## src/rtl/nq_execute_pipe.sv

```systemverilog
// nq_execute_pipe: pipelined NanoQuarter execute stage.
// Registered output stage with a valid/ready handshake, a one-shot redirect pulse
// for taken control flow, and an iterative shift-add MUL that runs for DATA_W cycles.
module nq_execute_pipe #(
   parameter int unsigned DATA_W  = 16,
   parameter int unsigned PC_W    = 32,
   parameter int unsigned BOFF_W  = 5,
   parameter int unsigned SHAMT_W = 2
) (
   input  logic                clk,
   input  logic                rst,
   input  logic                flush,
   input  logic                in_valid,
   output logic                in_ready,
   input  logic [1:0]          op,
   input  logic [2:0]          funct,
   input  logic [SHAMT_W-1:0]  shamt,
   input  logic [DATA_W-1:0]   reg1data,
   input  logic [DATA_W-1:0]   reg2data,
   input  logic [DATA_W/2-1:0] idata,
   input  logic [DATA_W/2-1:0] jtarget,
   input  logic [BOFF_W-1:0]   boffset,
   input  logic                memread,
   input  logic [DATA_W-1:0]   memdata,
   input  logic [PC_W-1:0]     pc_in,
   output logic                out_valid,
   input  logic                out_ready,
   output logic [DATA_W-1:0]   mmuxout,
   output logic                regwrite,
   output logic [PC_W-1:0]     pc_out,
   output logic                redirect
);

   localparam int unsigned IMM_W = DATA_W / 2;
   localparam int unsigned SH_W  = $clog2(DATA_W);
   localparam int unsigned CNT_W = $clog2(DATA_W) + 1;

   typedef enum logic {IDLE, BUSY} state_t;

   state_t state, state_d;

   // Iterative multiplier context captured at accept
   logic [DATA_W-1:0]  mul_a, mul_b, mul_acc;
   logic [CNT_W-1:0]   mul_cnt;
   logic [SHAMT_W-1:0] mul_shamt;
   logic               mul_memread;
   logic [DATA_W-1:0]  mul_memdata;
   logic [PC_W-1:0]    mul_pc;

   // Next values of the output register
   logic               out_valid_d, regwrite_d, redirect_d;
   logic [DATA_W-1:0]  mmuxout_d;
   logic [PC_W-1:0]    pc_out_d;

   logic               out_free_c, accept_c, is_mul_c, mul_last_c, mul_step_c;
   logic [DATA_W-1:0]  r_res_c, imm_res_c, alu_c, mul_add_c, mul_res_c;
   logic [PC_W-1:0]    pc_plus2_c, next_pc_c;
   logic               taken_c, regwrite_c;
   logic [SH_W-1:0]    sh_amt_c;

   assign out_free_c = !out_valid || out_ready;
   assign in_ready   = (state == IDLE) && out_free_c && !flush;
   assign accept_c   = in_valid && in_ready;
   assign is_mul_c   = (op == 2'b00) && (funct == 3'b111);
   assign sh_amt_c   = reg2data[SH_W-1:0];

   assign mul_add_c  = mul_acc + (mul_b[0] ? mul_a : '0);
   assign mul_res_c  = mul_add_c << mul_shamt;
   assign mul_last_c = (mul_cnt == CNT_W'(DATA_W - 1));

   // Single-cycle R-type and I-type result
   always_comb begin
      r_res_c   = '0;
      imm_res_c = '0;
      alu_c     = '0;
      case (funct)
         3'b000:  r_res_c = ~(reg1data & reg2data);
         3'b001:  r_res_c = reg1data ^ reg2data;
         3'b010:  r_res_c = reg1data << sh_amt_c;
         3'b011:  r_res_c = reg1data >> sh_amt_c;
         3'b100:  r_res_c = DATA_W'($signed(reg1data) >>> sh_amt_c);
         3'b101:  r_res_c = reg1data + reg2data;
         3'b110:  r_res_c = reg1data - reg2data;
         default: r_res_c = '0;
      endcase
      case (funct)
         3'b000, 3'b010: imm_res_c = {idata, {IMM_W{1'b0}}};
         3'b001, 3'b011: imm_res_c = {{IMM_W{1'b0}}, idata};
         default:        imm_res_c = '0;
      endcase
      case (op)
         2'b00:   alu_c = r_res_c << shamt;
         2'b01:   alu_c = imm_res_c;
         default: alu_c = '0;
      endcase
   end

   // Next-PC resolution and taken detection
   always_comb begin
      pc_plus2_c = pc_in + PC_W'(2);
      next_pc_c  = pc_plus2_c;
      taken_c    = 1'b0;
      if (op == 2'b10 && funct == 3'b000) begin
         next_pc_c = pc_in + PC_W'(jtarget);
         taken_c   = 1'b1;
      end else if (op == 2'b10 && funct == 3'b001) begin
         next_pc_c = pc_in + PC_W'(reg1data);
         taken_c   = 1'b1;
      end else if (op == 2'b11 && reg1data != reg2data) begin
         next_pc_c = pc_in + {{(PC_W-BOFF_W){boffset[BOFF_W-1]}}, boffset};
         taken_c   = 1'b1;
      end
   end

   assign regwrite_c = (op == 2'b00) || (op == 2'b01 && funct <= 3'b001) || memread;

   // State register
   always_ff @(posedge clk or posedge rst) begin
      if (rst) state <= IDLE;
      else     state <= state_d;
   end

   // Next state and output-register load; flush wins over any load
   always_comb begin
      state_d     = state;
      mul_step_c  = 1'b0;
      out_valid_d = out_valid;
      mmuxout_d   = mmuxout;
      regwrite_d  = regwrite;
      pc_out_d    = pc_out;
      redirect_d  = 1'b0;
      if (flush) begin
         state_d     = IDLE;
         out_valid_d = 1'b0;
      end else begin
         if (out_valid && out_ready) begin
            out_valid_d = 1'b0;
            mmuxout_d   = '0;
            regwrite_d  = 1'b0;
            pc_out_d    = '0;
         end
         case (state)
            IDLE: begin
               if (accept_c) begin
                  if (is_mul_c) begin
                     state_d = BUSY;
                  end else begin
                     out_valid_d = 1'b1;
                     mmuxout_d   = memread ? memdata : alu_c;
                     regwrite_d  = regwrite_c;
                     pc_out_d    = next_pc_c;
                     redirect_d  = taken_c;
                  end
               end
            end
            BUSY: begin
               if (!mul_last_c) begin
                  mul_step_c = 1'b1;
               end else if (out_free_c) begin
                  state_d     = IDLE;
                  out_valid_d = 1'b1;
                  mmuxout_d   = mul_memread ? mul_memdata : mul_res_c;
                  regwrite_d  = 1'b1;
                  pc_out_d    = mul_pc;
               end
            end
            default: state_d = IDLE;
         endcase
      end
   end

   // Output register
   always_ff @(posedge clk or posedge rst) begin
      if (rst) begin
         out_valid <= 1'b0;
         mmuxout   <= '0;
         regwrite  <= 1'b0;
         pc_out    <= '0;
         redirect  <= 1'b0;
      end else begin
         out_valid <= out_valid_d;
         mmuxout   <= mmuxout_d;
         regwrite  <= regwrite_d;
         pc_out    <= pc_out_d;
         redirect  <= redirect_d;
      end
   end

   // Multiplier operands: capture at accept, one multiplier bit per BUSY cycle
   always_ff @(posedge clk or posedge rst) begin
      if (rst) begin
         mul_a       <= '0;
         mul_b       <= '0;
         mul_acc     <= '0;
         mul_cnt     <= '0;
         mul_shamt   <= '0;
         mul_memread <= 1'b0;
         mul_memdata <= '0;
         mul_pc      <= '0;
      end else if (accept_c && is_mul_c) begin
         mul_a       <= reg1data;
         mul_b       <= reg2data;
         mul_acc     <= '0;
         mul_cnt     <= '0;
         mul_shamt   <= shamt;
         mul_memread <= memread;
         mul_memdata <= memdata;
         mul_pc      <= pc_plus2_c;
      end else if (mul_step_c) begin
         mul_a   <= mul_a << 1;
         mul_b   <= mul_b >> 1;
         mul_acc <= mul_add_c;
         mul_cnt <= mul_cnt + CNT_W'(1);
      end
   end

endmodule

```

## config.mk

```make
export PLATFORM = sky130hd
export DESIGN_NAME = nq_execute_pipe
export DESIGN_NICKNAME = d
export VERILOG_FILES = /design/src/rtl/nq_execute_pipe.sv
export SDC_FILE = /design/constraint.sdc
export NUM_CORES = 1
export LEC_CHECK = 0
export CORE_MARGIN = 4
export CORE_UTILIZATION = 45
export CTS_CLUSTER_DIAMETER = 100
export DETAILED_ROUTE_END_ITERATION = 16
export GPL_ROUTABILITY_DRIVEN = 0
export PLACE_DENSITY = 0.61
export SLEW_MARGIN = 20
export SYNTH_ARGS = -nofsm -noshare
export SYNTH_HDL_FRONTEND = slang
export SYNTH_SLANG_ARGS = --single-unit
```

## constraint.sdc

```tcl
create_clock -name clk -period 7.8 [get_ports clk]
set_clock_uncertainty 0.05 [all_clocks]
set_input_delay 0.78 -clock clk [delete_from_list [all_inputs] [get_ports clk]]
set_output_delay 0.78 -clock clk [all_outputs]
set_load 0.1 [all_outputs]
```

==> impl_metrics.py, run 1 <==
# Auto-generated metrics
metrics = {
    "cells_and_area": {
        "buffer_area_frac": 0.09949,
        "final_cells": 2698,
        "clk_share": 0.03142,
        "nMultiInputCombCells": 1777,
        "largest_class": "multi-input combinational cells",
        "buffers": 199,
        "final.fill_count": 3510,
        "synthToLayoutAreaGrowth_pct": 15.23,
        "final_cell_mix": "nand2_1, clkdlybuf4s50_1, o21ai_0",
        "largest_registers": "mul_pc (32), pc_out (32)",
        "comb_share": 0.6210,
        "flop_area_um2": 3904,
        "layout_top_cell": "nand2_1",
    },
    "global_routing": {
        "gr-usage-met2": 0.5112,
        "antenna_found_initial": 0,
        "grt_pass1_wl_um": 99570,
        "grt_max_degree": 96,
        "grt_pass1_vias": 17020,
        "grt_overflow": 0,
        "top_usage_layer": "met2",
        "grt_util_all_layers": 0.3189,
    },
    "clock_network": {
        "cts-htree-levels": 4,
        "cts_hold_buf": 0,
        "cts_tree": "built",
        "cts_root_buf": "clkbuf_16",
        "clock_path_buffers": 2,
    },
    "setup_path": {
        "crit_path_cell_trace": "clkdlybuf4s50_1, clkinv_1, ha_1, and3_1, a21boi_0, o21ai_2, o21ai_1, mux2_2, a221oi_1, mux2i_1, a221oi_1, nor2_1",
        "r2r_setup_slack_ns": 3.37,
        "worstPathMaxFanout": 27,
        "cp_slowest_stage_delay_ns": 1.05,
        "crit_path_end_kind": "flip-flop",
        "r2r_end": "mmuxout[14]$_DFFE_PP0N_",
        "slowest_stage": "clkdlybuf4s50_1",
        "crit_path_end": "mmuxout[12]$_DFFE_PP0N_",
        "reg2reg_from": "mul_b[0]$_DFFE_PP0P_",
        "worst_ep_required_time_ns": 8.10,
    },
    "routing": {
        "viasPerCell": 6.475,
        "wl_met1_um": 26930,
        "vias": 17470,
        "route.met2.wl_um": 29360,
        "ant_nets": 0,
        "wirelength_um": 64470,
    },
    "synthesis": {
        "yosys_cells": 2136,
        "edf_count": 0,
        "ys_area_um2": 16590,
        "largest_area_cell": "dfrtp_1",
        "logic_family": "AND-OR/OR-AND gates",
        "synth_seq_share": 0.2353,
        "synthCells": 2136,
        "ff_type": "dfrtp_1",
        "synth_cell_types": 90,
        "syn_area_um2": 16590,
        "yosysMostFrequentCell": "nand2_1",
    },
    "power_and_ir_drop": {
        "powerClk_uw": 891,
        "ir_worst_vdd_v": 0.0001876,
        "powerComb_uw": 1550,
        "p_seq_frac": 0.300,
        "clkPwrFrac": 0.255,
        "seq_power_uw": 1050,
        "power_leader": "combinational logic",
        "swShare": 0.4453,
        "p_switching_uw": 1553,
    },
    "outcome": {
        "outcome": "complete, no violations",
    },
    "min_path": {
        "hold_class": "reg -> reg",
        "min_from": "mul_pc[2]$_DFFE_PP0P_",
        "worstHoldEndpoint": "mul_pc[2]$_DFFE_PP0P_",
    },
    "floorplanning": {
        "dieArea_um2": 40000,
        "core_area_um2": 36520,
        "io_pins": 166,
        "initCoreUtil": 0.4542,
        "nWellTaps": 468,
        "die_w_um": 200.0,
    },
    "place": {
        "hpwlAfterDp_um": 47610,
        "portBuffers": 165,
        "dp_slack_ns": 2.496,
        "post_dp_cell_area_um2": 18520,
    },
    "flow_run": {
        "max_cap_viol_count": 0,
        "warnings": 43,
    },
    "timing": {
        "timing.final.crit_share": 0.6306,
        "slew_headroom": 0.3111,
        "layout_min_cycle_time_ns": 4.919,
        "hold_viol": 0,
        "rsz0062_at_grt": "no",
        "setup_viol": 0,
    },
}
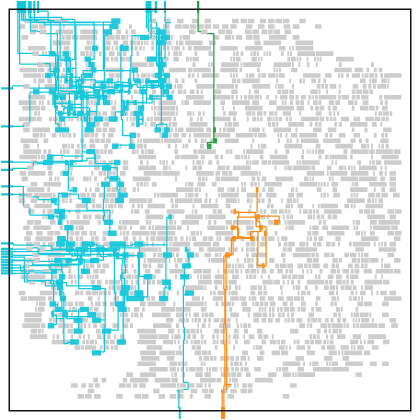
(run_1/port_nets.png)
(2 px per um)
legend:
  green:
    port: out_ready
    bits: 1
    direction: input
    edge: top
    end_cells: 3
    buffers: 1
    wire: 76.0 um
  orange:
    port: op
    bits: 2
    direction: input
    edge: bottom
    end_cells: 11
    buffers: 2
    wire: 352 um
  cyan:
    port: pc_in
    bits: 32
    direction: input
    edge: 17 left, 14 top, 1 bottom
    end_cells: 185
    buffers: 32
    wire: 3350 um

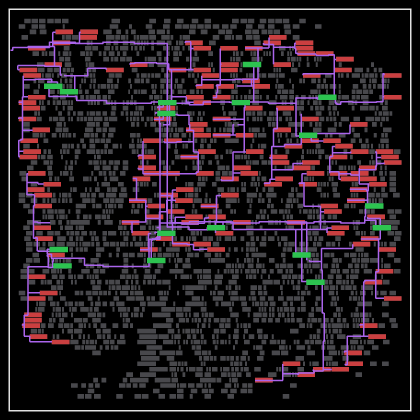
(run_1/clock_map.png)
(2 px per um)
legend:
  purple:
    item: clock wires
    length: 2590 um
  red:
    item: flip-flops
    count: 156
  green:
    item: cells driving clock nets
    count: 17
routed clock nets: 18

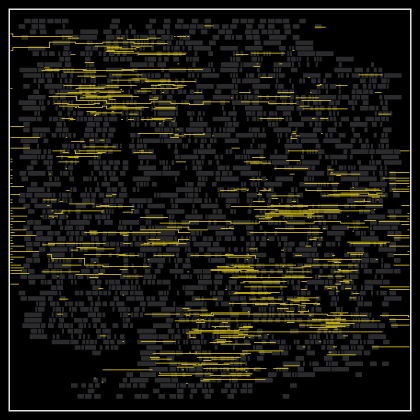
(run_1/met3.png)
(2 px per um) Cells faint in the background.
main direction: horizontal
share of all routed wire: 7.5%
nets with wire on the layer: 323
longest straight run: 103 um
wire length on this layer: 4810 um

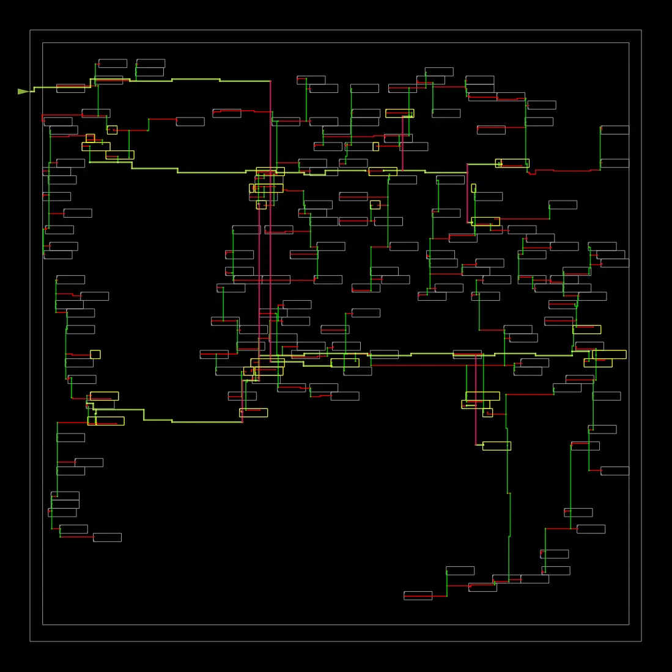
(run_1/final_clocks.png)
Seq cells: 156
clkbuf count: 19
Clock Latency Late Sink: 0.46 ns
# clock sinks: 156
CTS Buf Count: 17

==> run 2: changes to the inputs <==
- PLACE_DENSITY: 0.61 -> 0.64
- clock period: 7.8 -> 4 ns (I/O delays scaled with it)
==> run 2 against run 1 <==
Effect of this change:
- final cell count up 4.1%
- design area is 5.1% higher
- global-route usage grew 0.94 points
- critical path depth up 2
- power grew 99%
- clock-buffer cell count unchanged
- first-iteration DRC count is 0.54% higher
- flip-flop count is the same
- non-clock buffer count rose by 112
- setup slack got worse by 2.6 ns
- largest power group unchanged
- wire length rose by 3.7%
- hold slack worse by 0.23 ns
==> impl_metrics.py, run 2 <==
# Auto-generated metrics
metrics = {
    "cells_and_area": {
        "comb_share": 0.5917,
        "drive_above_1_share": 0.1081,
        "nClkBuffers": 19,
        "buffers": 311,
        "flop_area_um2": 3904,
        "largest_class": "multi-input combinational cells",
        "final.fill_count": 3471,
        "nMultiInputCombCells": 1777,
        "final_cell_mix": "nand2_1, o21ai_0, clkdlybuf4s50_1",
        "buffer_area_frac": 0.1420,
        "final_cells": 2809,
        "clk_share": 0.03021,
    },
    "routing": {
        "wirelength_um": 66860,
        "vias": 18140,
        "route.met2.wl_um": 30060,
        "wl_met1_um": 27220,
        "ant_nets": 0,
    },
    "clock_network": {
        "cts_hold_buf": 0,
        "cts_buffers": 17,
        "cts-htree-levels": 4,
        "clock_path_buffers": 2,
        "cts_root_buf": "clkbuf_16",
        "cts_num_sinks": 156,
        "cts_tree": "built",
    },
    "global_routing": {
        "grt_pass1_vias": 17600,
        "gr-usage-met2": 0.5185,
        "grt_overflow": 0,
        "grt_max_degree": 86,
        "antenna_found_initial": 1,
        "grt_util_all_layers": 0.3282,
        "grt_pass1_wl_um": 102500,
    },
    "synthesis": {
        "synthCells": 2136,
        "synth_seq_share": 0.2353,
        "synth_cell_types": 90,
        "ys_area_um2": 16590,
        "edf_count": 0,
        "logic_family": "AND-OR/OR-AND gates",
        "yosysMostFrequentCell": "nand2_1",
        "yosys_cells": 2136,
        "syn_area_um2": 16590,
        "largest_area_cell": "dfrtp_1",
    },
    "floorplanning": {
        "die_w_um": 200.0,
        "core_area_um2": 36520,
        "io_pins": 166,
        "nWellTaps": 468,
        "dieArea_um2": 40000,
    },
    "flow_run": {
        "warnings": 43,
        "max_cap_viol_count": 0,
    },
    "timing": {
        "hold_viol": 0,
        "setup_viol": 0,
        "timing.final.crit_share": 0.9344,
        "slew_headroom": 0.3076,
        "layout_min_cycle_time_ns": 3.738,
    },
    "place": {
        "portBuffers": 165,
        "dp_slack_ns": -0.07502,
        "post_dp_cell_area_um2": 19470,
    },
    "power_and_ir_drop": {
        "seq_power_uw": 2040,
        "power_leader": "combinational logic",
        "powerComb_uw": 3160,
        "ir_worst_vdd_v": 0.0002867,
        "p_seq_frac": 0.293,
        "p_leak_uw": 0.008792,
        "power_uw": 6947,
        "p_switching_uw": 3063,
    },
    "min_path": {
        "hold_class": "in -> async",
    },
    "setup_path": {
        "crit_path_end_kind": "flip-flop",
        "cp_slowest_stage_delay_ns": 0.61,
        "worstPathMaxFanout": 4,
        "r2r_end": "mmuxout[14]$_DFFE_PP0N_",
        "worst_ep_required_time_ns": 4.29,
        "crit_path_cell_trace": "clkdlybuf4s50_1, ha_1, inv_1, fa_1, nor2_1, o221ai_1, a211oi_1, o21ai_0, nor4b_1, o41ai_1, nand3b_1, o211ai_1, o211ai_1, a22o_1",
        "r2r_setup_slack_ns": 0.29,
        "slowest_stage": "a211oi_1",
        "reg2reg_from": "mul_b[0]$_DFFE_PP0P_",
        "crit_path_end": "mmuxout[14]$_DFFE_PP0N_",
    },
    "outcome": {
        "outcome": "complete, no violations",
    },
}
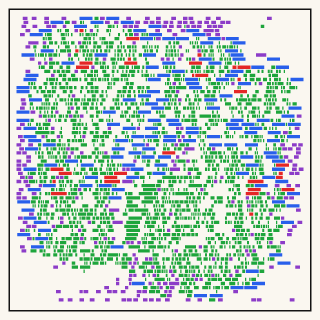
(run_2/cell_classes.png)
(1.5 px per um)
legend:
  purple:
    class: other buffers and delay cells
    cells: 311
    share_of_their_area: 15%
  blue:
    class: flip-flops
    cells: 156
    share_of_their_area: 20%
  green:
    class: all other logic
    cells: 1843
    share_of_their_area: 62%
  red:
    class: clock drivers and dummy loads
    cells: 31
    share_of_their_area: 3.1%

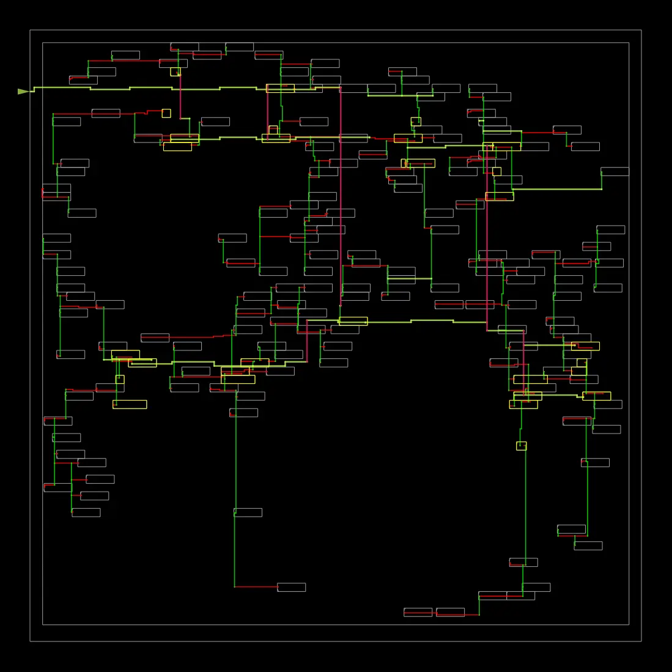
(run_2/final_clocks.png)
Clock group: 1750 uW
Clock Latency Late Sink: 0.45 ns

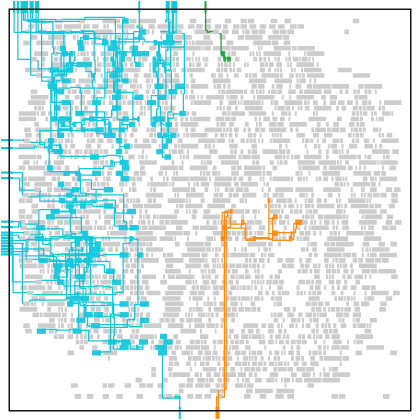
(run_2/port_nets.png)
(2 px per um)
legend:
  orange:
    port: op
    bits: 2
    direction: input
    edge: bottom
    end_cells: 11
    buffers: 4
    wire: 384 um
  cyan:
    port: pc_in
    bits: 32
    direction: input
    edge: 16 top, 15 left, 1 bottom
    end_cells: 185
    buffers: 49
    wire: 3980 um
  green:
    port: out_ready
    bits: 1
    direction: input
    edge: top
    end_cells: 3
    buffers: 1
    wire: 33.9 um

No activity file was given, so power comes from the tool's default toggle rates.
